`config.mk`:
```
export PLATFORM = sky130hd
export DESIGN_NAME = seq_detector_param
export DESIGN_NICKNAME = d
export VERILOG_FILES = /design/src/rtl/seq_detector_param.sv
export SDC_FILE = /design/constraint.sdc
export NUM_CORES = 1
export LEC_CHECK = 0
export ABC_AREA = 1
export CORE_MARGIN = 2
export CORE_UTILIZATION = 40
export CTS_BUF_LIST = sky130_fd_sc_hd__clkbuf_8
export CTS_CLUSTER_DIAMETER = 40
export CTS_CLUSTER_SIZE = 14
export DETAILED_ROUTE_END_ITERATION = 12
export PLACE_DENSITY = 0.65
export SKIP_CTS_REPAIR_TIMING = 1
export SLEW_MARGIN = 20
export SYNTH_ARGS = -nofsm -noshare
export SYNTH_HDL_FRONTEND = slang
export SYNTH_SLANG_ARGS = --single-unit
```
`constraint.sdc`:
```
create_clock -name clk -period 1.6 [get_ports clk]
set_clock_uncertainty 0.15 [all_clocks]
set_input_delay 0.32 -clock clk [delete_from_list [all_inputs] [get_ports clk]]
set_output_delay 0.32 -clock clk [all_outputs]
set_load 0.01 [all_outputs]
```
`src/rtl/seq_detector_param.sv`:
```
// ---------------------------------------------------------------------------
// seq_detector_param
//
// Parametrised serial sequence detector. Watches a valid-qualified serial bit
// stream for a PAT_W-bit pattern that is loaded at runtime, together with an
// overlap/non-overlap mode. A match is decided on the edge that samples the
// completing bit and shows up on the registered y output one cycle later.
// Matches are tallied in a saturating counter.
//
// Optional build feature (macro SEQ_DET_MASK_EN):
//   adds a per-bit care mask loaded alongside the pattern; pattern bits whose
//   mask bit is 0 are ignored in the comparison. Without the macro every
//   pattern bit is compared exactly and there is no mask port.
//
// Parameters:
//   PAT_W        pattern length in bits (2..16)
//   CNT_W        width of the match counter
//   DEFAULT_PAT  pattern after reset
//   DEFAULT_OVL  overlap mode after reset (1 = overlapping)
//
// Ports:
//   clk        clock, everything on posedge
//   rst        synchronous active-high reset, wins over load and x_valid
//   load       one-cycle strobe latching pat_in / ovl_in (/ mask_in)
//   pat_in     new pattern, bit PAT_W-1 is the first bit received
//   ovl_in     new overlap mode
//   mask_in    new care mask (SEQ_DET_MASK_EN builds only)
//   x          serial data bit
//   x_valid    x is sampled only when this is high
//   y          registered one-cycle match pulse
//   match_cnt  matches since reset or load, saturating
//   armed      next valid bit can complete a match
// ---------------------------------------------------------------------------
module seq_detector_param #(
  parameter int               PAT_W       = 4,
  parameter int               CNT_W       = 8,
  parameter logic [PAT_W-1:0] DEFAULT_PAT = 4'b1011,
  parameter bit               DEFAULT_OVL = 1'b1
) (
  input  logic             clk,
  input  logic             rst,
  input  logic             load,
  input  logic [PAT_W-1:0] pat_in,
  input  logic             ovl_in,
`ifdef SEQ_DET_MASK_EN
  input  logic [PAT_W-1:0] mask_in,
`endif
  input  logic             x,
  input  logic             x_valid,
  output logic             y,
  output logic [CNT_W-1:0] match_cnt,
  output logic             armed
);

  // fill must be able to hold the value PAT_W itself
  localparam int FILL_W = $clog2(PAT_W + 1);
  localparam logic [FILL_W-1:0] FILL_FULL = FILL_W'(PAT_W);
  localparam logic [FILL_W-1:0] FILL_ARM  = FILL_W'(PAT_W - 1);

  logic [PAT_W-1:0]  pattern;
  logic              ovl;
  logic [PAT_W-1:0]  history;
  logic [FILL_W-1:0] fill;
  logic [PAT_W-1:0]  next_hist;
  logic [PAT_W-1:0]  diff;
  logic              hit;
`ifdef SEQ_DET_MASK_EN
  logic [PAT_W-1:0]  mask;
`endif

  // Match decision for the bit currently on x: the history as it would look
  // after shifting x in, compared against the pattern. Requiring PAT_W-1
  // bits already held keeps stale zeros in history from faking a match.
  always_comb begin
    next_hist = {history[PAT_W-2:0], x};
    diff      = next_hist ^ pattern;
`ifdef SEQ_DET_MASK_EN
    diff      = diff & mask;
`endif
    hit       = (fill >= FILL_ARM) && (diff == '0);
  end

  assign armed = (fill >= FILL_ARM);

  // Configuration, history, fill count, match pulse and counter. A load
  // restarts detection from scratch and swallows any bit on the same edge.
  // In non-overlap mode a match throws the history away so the next match
  // needs PAT_W fresh bits.
  always_ff @(posedge clk) begin
    if (rst) begin
      pattern   <= DEFAULT_PAT;
      ovl       <= DEFAULT_OVL;
`ifdef SEQ_DET_MASK_EN
      mask      <= '1;
`endif
      history   <= '0;
      fill      <= '0;
      y         <= 1'b0;
      match_cnt <= '0;
    end else if (load) begin
      pattern   <= pat_in;
      ovl       <= ovl_in;
`ifdef SEQ_DET_MASK_EN
      mask      <= mask_in;
`endif
      history   <= '0;
      fill      <= '0;
      y         <= 1'b0;
      match_cnt <= '0;
    end else begin
      y <= 1'b0;
      if (x_valid) begin
        if (hit) begin
          y <= 1'b1;
          if (match_cnt != '1) begin
            match_cnt <= match_cnt + 1'b1;
          end
          if (ovl) begin
            history <= next_hist;
            if (fill != FILL_FULL) begin
              fill <= fill + 1'b1;
            end
          end else begin
            history <= '0;
            fill    <= '0;
          end
        end else begin
          history <= next_hist;
          if (fill != FILL_FULL) begin
            fill <= fill + 1'b1;
          end
        end
      end
    end
  end

endmodule

```
### Selected gate families

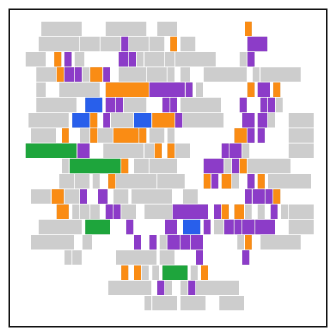
legend:
  green:
    family: fa/ha/maj cells
    cells: 4
  purple:
    family: nand cells
    cells: 58
  orange:
    family: nor cells
    cells: 32
  blue:
    family: xor and xnor cells
    cells: 4
Layout Cells excl Fill: 226
logic share of the area: 0.3995
Top cell excl fill/tap: nand2_1

### Cell classes on the final placement

The bar under the picture is 20 µm long. Fill, decap, tap and diode cells in gray.
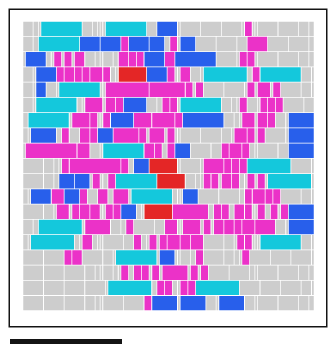
legend:
  magenta:
    class: combinational and other logic
    cells: 137
    share_of_their_area: 47%
  red:
    class: clock drivers and dummy loads
    cells: 4
    share_of_their_area: 3.5%
  cyan:
    class: sequential cells
    cells: 20
    share_of_their_area: 26%
  blue:
    class: remaining buffers and delay cells
    cells: 34
    share_of_their_area: 23%
Seq/total area: 0.2567
post-route cell area: 1594 µm²
row cnt: 19
Final Util: 0.5934
Core ar.: 2686 µm²

==> impl_metrics.csv <==
group,metric,value,unit
run_status,status,"finished, violations left",
drt,vias,1112,
worst_setup_path,max_stage_delay,340,ps
power_and_ir_drop,pg_comb,0.138,mW
drt,wl_per_cell,11.15,µm
sta,finalHoldViolations,0,
final_layout,largest_registers,"match_cnt (8), pattern (4)",
logic_synthesis,synthFlopType,"dfxtp_1",
final_layout,nNonClkInverters,27,
worst_setup_path,ff2ff_path_depth,10,
worst_setup_path,crit_path_start,"fill[0]$_SDFFE_PP0P_",
final_layout,largest_register,"match_cnt",
power_and_ir_drop,p_leak,0.8036,nW
place,pre_cts_ws,-257.2,ps
final_layout,ff_latch_area,409.1,µm²
worst_setup_path,worst-path-max-fanout,2,
hold_path,hold_path_depth,2,
drt,wl_met1,1136,µm
sta,maxSlewViolCount,0,
sta,fin_crit_sh,1.059,
worst_setup_path,crit_top_cell,"ha_4",
final_layout,nNetsFinal,210,
logic_synthesis,ys_seq_share,0.3645,
worst_setup_path,worst-path-buf-inv,1,
logic_synthesis,synthCells,161,
power_and_ir_drop,netSwitchingPower,0.2587,mW
grt,grt_max_degree,15,
logic_synthesis,top_cells_by_count,"nand2_1, inv_1, nor2_1",
final_layout,comb_area,636.9,µm²
floorplan,die_x,56.41,µm
logic_synthesis,top_area_frac,0.3645,
floorplan,boundaryPins,20,
power_and_ir_drop,clk-power,0.396,mW
sta,period_minus_slack,1695,ps
place,hpwl,1779,µm
power_and_ir_drop,power_leader,"sequential cells",
logic_synthesis,largest_area_cell,"dfxtp_1",
logic_synthesis,adder_share,0.04556,
worst_setup_path,crit_cells,5,
worst_setup_path,critPathRequiredTime,1130,ps
cts,htreeDepth,1,
cts,clockBufferDepth,2,
sta,finalSetupViolCount,15,
place,postPlaceCellArea,1439,µm²
sta,tightestPinTransition,310.8,ps
sta,rsz0062_at_grt,"true",
grt,grt-ovfl-total,0,
logic_synthesis,synthSimpleGateAreaFrac,0.3827,
cts,ctsRootBufferMaster,"clkbuf_8",
final_layout,drive_gt1_frac,0.2154,
power_and_ir_drop,irDropWorstVdd,578.8,µV
logic_synthesis,syn-cell-area,1099,µm²
floorplan,chipArea,3182,µm²
worst_setup_path,reg2reg_to,"history[1]$_SDFFE_PP0P_",
logic_synthesis,yosysUniqueCellTypes,21,
cts,clkLatencyLatePin,260,ps
logic_synthesis,synth_area_per_cell,6.823,µm²
grt,met2_usage,0.2672,
drt,drt_first_pass_iters,4,
final_layout,largest_cell_class,"multi-input combinational cells",
power_and_ir_drop,power.internal,0.7996,mW
sta,tns,-1227,ps
logic_synthesis,synth_stat.cells,161,
power_and_ir_drop,finalPower,1.058,mW
cts,cts_made_buffers,3,
final_layout,bufAreaShareNonClock,0.2213,
drt,drcViolationCount,0,
power_and_ir_drop,p_seq_frac,0.495,
worst_setup_path,worst_setup_path_end_kind,"output pin",
power_and_ir_drop,p_seq,0.524,mW
final_layout,antenna_cells,0,
sta,setup_slack,-94.53,ps
worst_setup_path,critPathSlowestCell,"dfxtp_2",
logic_synthesis,synthArstFlopShare,0,
final_layout,nClkBuffers,4,
drt,highest_layer,"met4",
place,gp_congestion,0.8165,
hold_path,hold_path_startpoint,"pattern[1]$_SDFFE_PP1P_",
final_layout,comb_cells,110,
flow_run,warnings,28,
run_status,violations,"setup timing",
Power is estimated from default activity; no workload was simulated.
